**config.mk**
```make
export PLATFORM = sky130hd
export DESIGN_NAME = fibonacci_shared_adder
export DESIGN_NICKNAME = d
export VERILOG_FILES = /design/src/rtl/fibonacci_shared_adder_pkg.sv /design/src/rtl/fibonacci_shared_adder_fib_shared_add.sv /design/src/rtl/fibonacci_shared_adder.sv
export SDC_FILE = /design/constraint.sdc
export NUM_CORES = 1
export LEC_CHECK = 0
export ABC_CLOCK_PERIOD_IN_PS = 6650
export CORE_MARGIN = 5
export CORE_UTILIZATION = 50
export CTS_BUF_LIST = sky130_fd_sc_hd__clkbuf_16
export CTS_CLUSTER_DIAMETER = 150
export DETAILED_ROUTE_END_ITERATION = 12
export HOLD_SLACK_MARGIN = 0.1
export PLACE_DENSITY = 0.66
export SYNTH_ARGS = -nofsm -noshare
export SYNTH_HDL_FRONTEND = slang
export SYNTH_HIERARCHICAL = 1
export SYNTH_SLANG_ARGS = --single-unit
```
**constraint.sdc**
```tcl
create_clock -name clk -period 6.65 [get_ports clk]
set_input_delay 1.33 -clock clk [delete_from_list [all_inputs] [get_ports clk]]
set_output_delay 1.33 -clock clk [all_outputs]
set_load 0.05 [all_outputs]
```
**src/rtl/fibonacci_shared_adder_pkg.sv**
```systemverilog
// Shared constants and state encodings for the breathing-PWM Fibonacci generator.
package fibonacci_shared_adder_pkg;
  localparam int PWM_W    = 8;
  localparam int FIB_W    = 9;
  localparam int TOP_TERM = 233;

  typedef enum logic {PH_COUNT, PH_UPDATE} phase_t;
  typedef enum logic {DIR_UP, DIR_DOWN} dir_t;
endpackage

```
**src/rtl/fibonacci_shared_adder_fib_shared_add.sv**
```systemverilog
// The single W-bit adder (A + B + cin) shared by every arithmetic step of the top.
module fib_shared_add #(
  parameter int W = 9
) (
  input  logic [W-1:0] op_a,
  input  logic [W-1:0] op_b,
  input  logic         cin,
  output logic [W-1:0] sum
);
  assign sum = op_a + op_b + {{(W-1){1'b0}}, cin};
endmodule

```
**src/rtl/fibonacci_shared_adder.sv**
```systemverilog
// Breathing PWM: duty walks the Fibonacci terms up to TOP_TERM and back down,
// one term per 257-cycle frame, with all arithmetic time-shared on one adder.
module fibonacci_shared_adder
  import fibonacci_shared_adder_pkg::*;
(
  input  logic clk,
  input  logic rst_n,
  input  logic en,
  output logic pwm_out
);
  localparam logic [PWM_W-1:0] CNT_MAX = '1;
  localparam logic [FIB_W-1:0] TOP_A   = FIB_W'(TOP_TERM);
  localparam logic [FIB_W-1:0] ONE     = FIB_W'(1);

  logic [PWM_W-1:0] count_q, count_d;
  phase_t           phase_q, phase_d;
  dir_t             dir_q, dir_d;
  logic [FIB_W-1:0] a_q, a_d, b_q, b_d;
  logic             pwm_q, pwm_d;

  logic [FIB_W-1:0] op_a, op_b, sum, count_ext;
  logic             cin;

  assign count_ext = {{(FIB_W-PWM_W){1'b0}}, count_q};

  // Operand steering: increment count, add the pair, or subtract a from b (b + ~a + 1).
  always_comb begin
    op_a = count_ext;
    op_b = '0;
    cin  = 1'b1;
    if (phase_q == PH_UPDATE) begin
      if (dir_q == DIR_UP) begin
        op_a = a_q;
        op_b = b_q;
        cin  = 1'b0;
      end else begin
        op_a = b_q;
        op_b = ~a_q;
        cin  = 1'b1;
      end
    end
  end

  fib_shared_add #(.W(FIB_W)) u_add (
    .op_a (op_a),
    .op_b (op_b),
    .cin  (cin),
    .sum  (sum)
  );

  always_comb begin
    count_d = count_q;
    phase_d = phase_q;
    dir_d   = dir_q;
    a_d     = a_q;
    b_d     = b_q;
    pwm_d   = 1'b0;
    if (en) begin
      if (phase_q == PH_COUNT) begin
        pwm_d   = (count_ext < a_q);
        count_d = sum[PWM_W-1:0];
        if (count_q == CNT_MAX) phase_d = PH_UPDATE;
      end else begin
        if (dir_q == DIR_UP) begin
          a_d = b_q;
          b_d = sum;
        end else begin
          a_d = sum;
          b_d = a_q;
        end
        // Turn around at the top term, and again once the pair collapses back to (1,1).
        if (a_d == TOP_A)                   dir_d = DIR_DOWN;
        else if (a_d == ONE && b_d == ONE)  dir_d = DIR_UP;
        count_d = '0;
        phase_d = PH_COUNT;
      end
    end
  end

  always_ff @(posedge clk or negedge rst_n) begin
    if (!rst_n) begin
      count_q <= '0;
      phase_q <= PH_COUNT;
      dir_q   <= DIR_UP;
      a_q     <= ONE;
      b_q     <= ONE;
      pwm_q   <= 1'b0;
    end else begin
      count_q <= count_d;
      phase_q <= phase_d;
      dir_q   <= dir_d;
      a_q     <= a_d;
      b_q     <= b_d;
      pwm_q   <= pwm_d;
    end
  end

  assign pwm_out = pwm_q;
endmodule

```
==> impl_metrics.yaml, run 1 <==
# implementation run metrics
final_layout:
  seq_cell_count: 29
  syn_to_final_growth_pct: 8.41
  comb_cells: 198
  area_dominant_class: "multi-input combinational cells"
  nets: 278
  fin_cells: 312
sta:
  rsz0062_at_grt: "no"
yosys:
  async_flop_share_pct: 100
  yosys.stat.seqShare_pct: 32.9
  fa_ha_area_share_pct: 9.71
  ys_ff: 29
hold_path:
  worstHoldPathType: "reg2reg"
  whs_endpoint: "a_q[0]"
worst_setup_path:
  cp_top_family: "AND-OR/OR-AND gates"
  worstReg2RegStart: "dir_q"
  critical_path_class: "reg2reg"
floorplanning:
  io_pins: 4
  core-area_mm2: 0.00432
run_status:
  status: "complete, no violations"
cts:
  postCtsSetupBuffers: 0
run:
  warning_count: 26
grt:
  grt_pass1_wl_um: 8980
power_and_ir_drop:
  p_seq_share_pct: 34.5
-- run 1: logic make-up (layout without fill, tap and decap cells) --
kind of cell / Yosys count / in the layout
xor gates and xnor gates: 7 / 7
DFF: 29 / 29
adders and majority gates: 16 / 16
muxes: 19 / 19
AOI/OAI and AO/OA: 69 / 69
buffers and inverters: 33 / 33
and+or+nand+nor: 87 / 87
-- run 1: registers in the layout, indices dropped and copies added (netlist names) --
signal	count
b_q	9
count_q	8
phase_q	1
pwm_out	1
a_q	9
dir_q	1
-- run 1: metal layers --
layer / wire [um] / up-vias
li1: - / 915
met1: 2560 / 876
met2: 2380 / 31
met3: 181 / 6
met4: 78 / 0
met5: 0 / -
run_1/io_fan.png
Bar = 20 um.
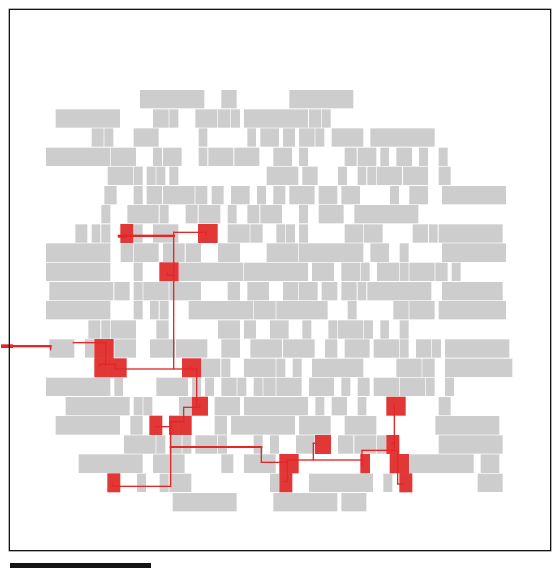
| port | color | bits | direction | end cells | wire |
|---|---|---|---|---|---|
| en | red | 1 | input | 20 | 151 um |

run_1/clk_routes.png
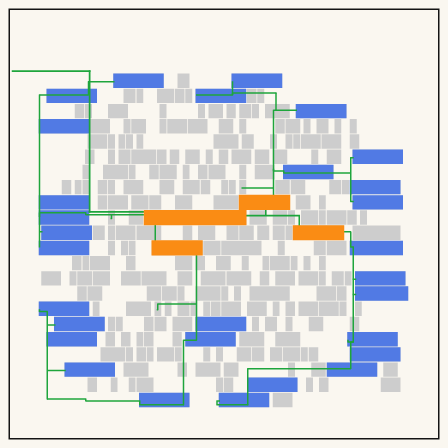
[clock drivers] orange | count: 5
[clock wires] green | length: 393 um
[flip-flops] blue | count: 29
routed clock nets: 6
flops lie: widely spread

run_1/wires.png
Only two layers are drawn.
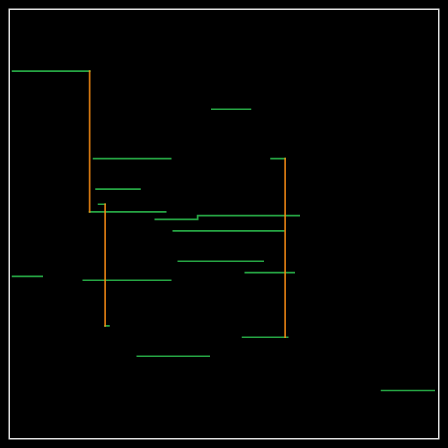
| layer | color | wire length |
|---|---|---|
| metal 4 | orange | 78.9 um |
| metal 3 | green | 182 um |
Total Wirelength: 5200 um
vias: 1828
Routed WL per cell: 16.7 um
gr usage total: 18.8%

==> run 2: changes to the inputs <==
--- a/config.mk
+++ b/config.mk
@@ -5,7 +5,7 @@
 export SDC_FILE = /design/constraint.sdc
 export NUM_CORES = 1
 export LEC_CHECK = 0
-export ABC_CLOCK_PERIOD_IN_PS = 6650
+export ABC_CLOCK_PERIOD_IN_PS = 3850
 export CORE_MARGIN = 5
 export CORE_UTILIZATION = 50
 export CTS_BUF_LIST = sky130_fd_sc_hd__clkbuf_16
==> constraint.sdc (replaced) <==
create_clock -name clk -period 3.85 [get_ports clk]
set_input_delay 0.77 -clock clk [delete_from_list [all_inputs] [get_ports clk]]
set_output_delay 0.77 -clock clk [all_outputs]
set_load 0.05 [all_outputs]
run_2/wires.png
Only two layers are drawn.
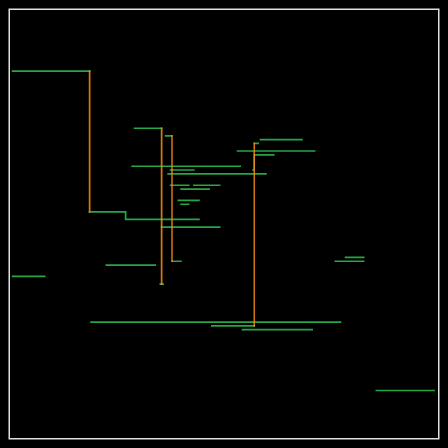
| layer | color | wire length |
|---|---|---|
| metal 3 | green | 238 um |
| metal 4 | orange | 108 um |
Total Wirelength: 5240 um
vias: 1837
gr usage total: 19.1%
Routed WL per cell: 16.5 um

==> run 2 against run 1 <==
Net effect: global-route usage rose by 0.29 points; clock power increased by 77%; hold slack lost 0.018 ns; via count up 0.49%; combinational power increased by 76%; sequential share of layout area down 0.56 points; wire length grew 0.67%; die size did not move; clock skew up 0.0037 ns; largest power group unchanged.
==> impl_metrics.yaml, run 2 <==
# implementation run metrics
floorplanning:
  fp.dieH_um: 76.6
  core-area_mm2: 0.00432
  chip_area_mm2: 0.00586
yosys:
  ys_ff: 29
  fa_ha_area_share_pct: 9.71
  yosys.stat.seqShare_pct: 32.9
  async_flop_share_pct: 100
sta:
  rsz0062_at_grt: "no"
worst_setup_path:
  critical_path_class: "reg2reg"
  worstReg2RegStart: "dir_q"
final_layout:
  top_regs: "a_q (9), b_q (9), count_q (8)"
  mostFrequentLayoutCells: "nand2_1 (38), dfrtp_1 (27), inv_1 (21), nor2_1 (21), mux2i_1 (19)"
  nets: 284
  layout_top_cell: "nand2_1"
  syn_to_final_growth_pct: 10.4
  fin_cells: 318
hold_path:
  whs_endpoint: "a_q[0]"
  worstHoldPathType: "reg2reg"
power_and_ir_drop:
  p_seq_share_pct: 34.0
cts:
  postCtsSetupBuffers: 0
run:
  warning_count: 26
run_status:
  status: "complete, no violations"
run_2/io_fan.png
Bar = 20 um.
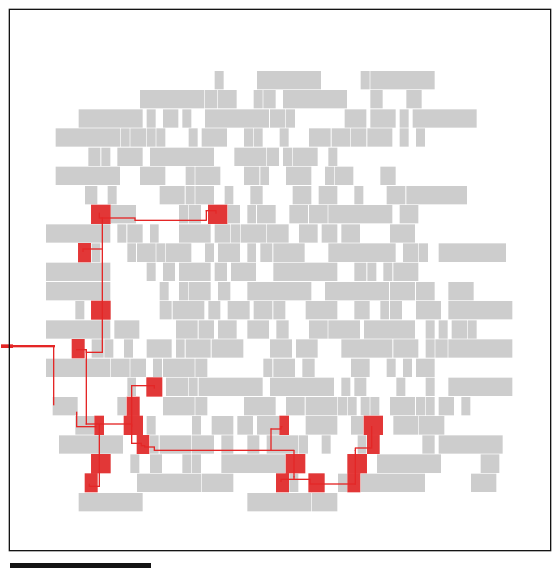
| port | color | bits | direction | end cells | wire |
|---|---|---|---|---|---|
| en | red | 1 | input | 20 | 159 um |
I/O pin total: 4
IO buf count: 3

## run 2: cell count changes in the layout (fill, tap and decap cells not counted), sizes merged
cell  previous run  this run
buf              3         9
## run 2: area by class of cell
class / count / area [um^2]
well taps: 52 / 65.1
fillers: 412 / 1880
clock inverters: 3 / 11.3
repair buffers: 12 / 97.6
multi-input cells: 198 / 1350
clock buffers: 5 / 125
flip-flops and latches: 29 / 728
inverters: 19 / 71.3
## run 2: layer usage
layer	track usage [%]	share of wire [%]	vias to the layer above
met5	0	0	-
met4	6.29	2.1	0
met3	3.07	4.5	9
met2	28.5	46	45
met1	27.8	48	849
li1	-	-	934
No activity file was given, so power comes from the tool's default toggle rates.
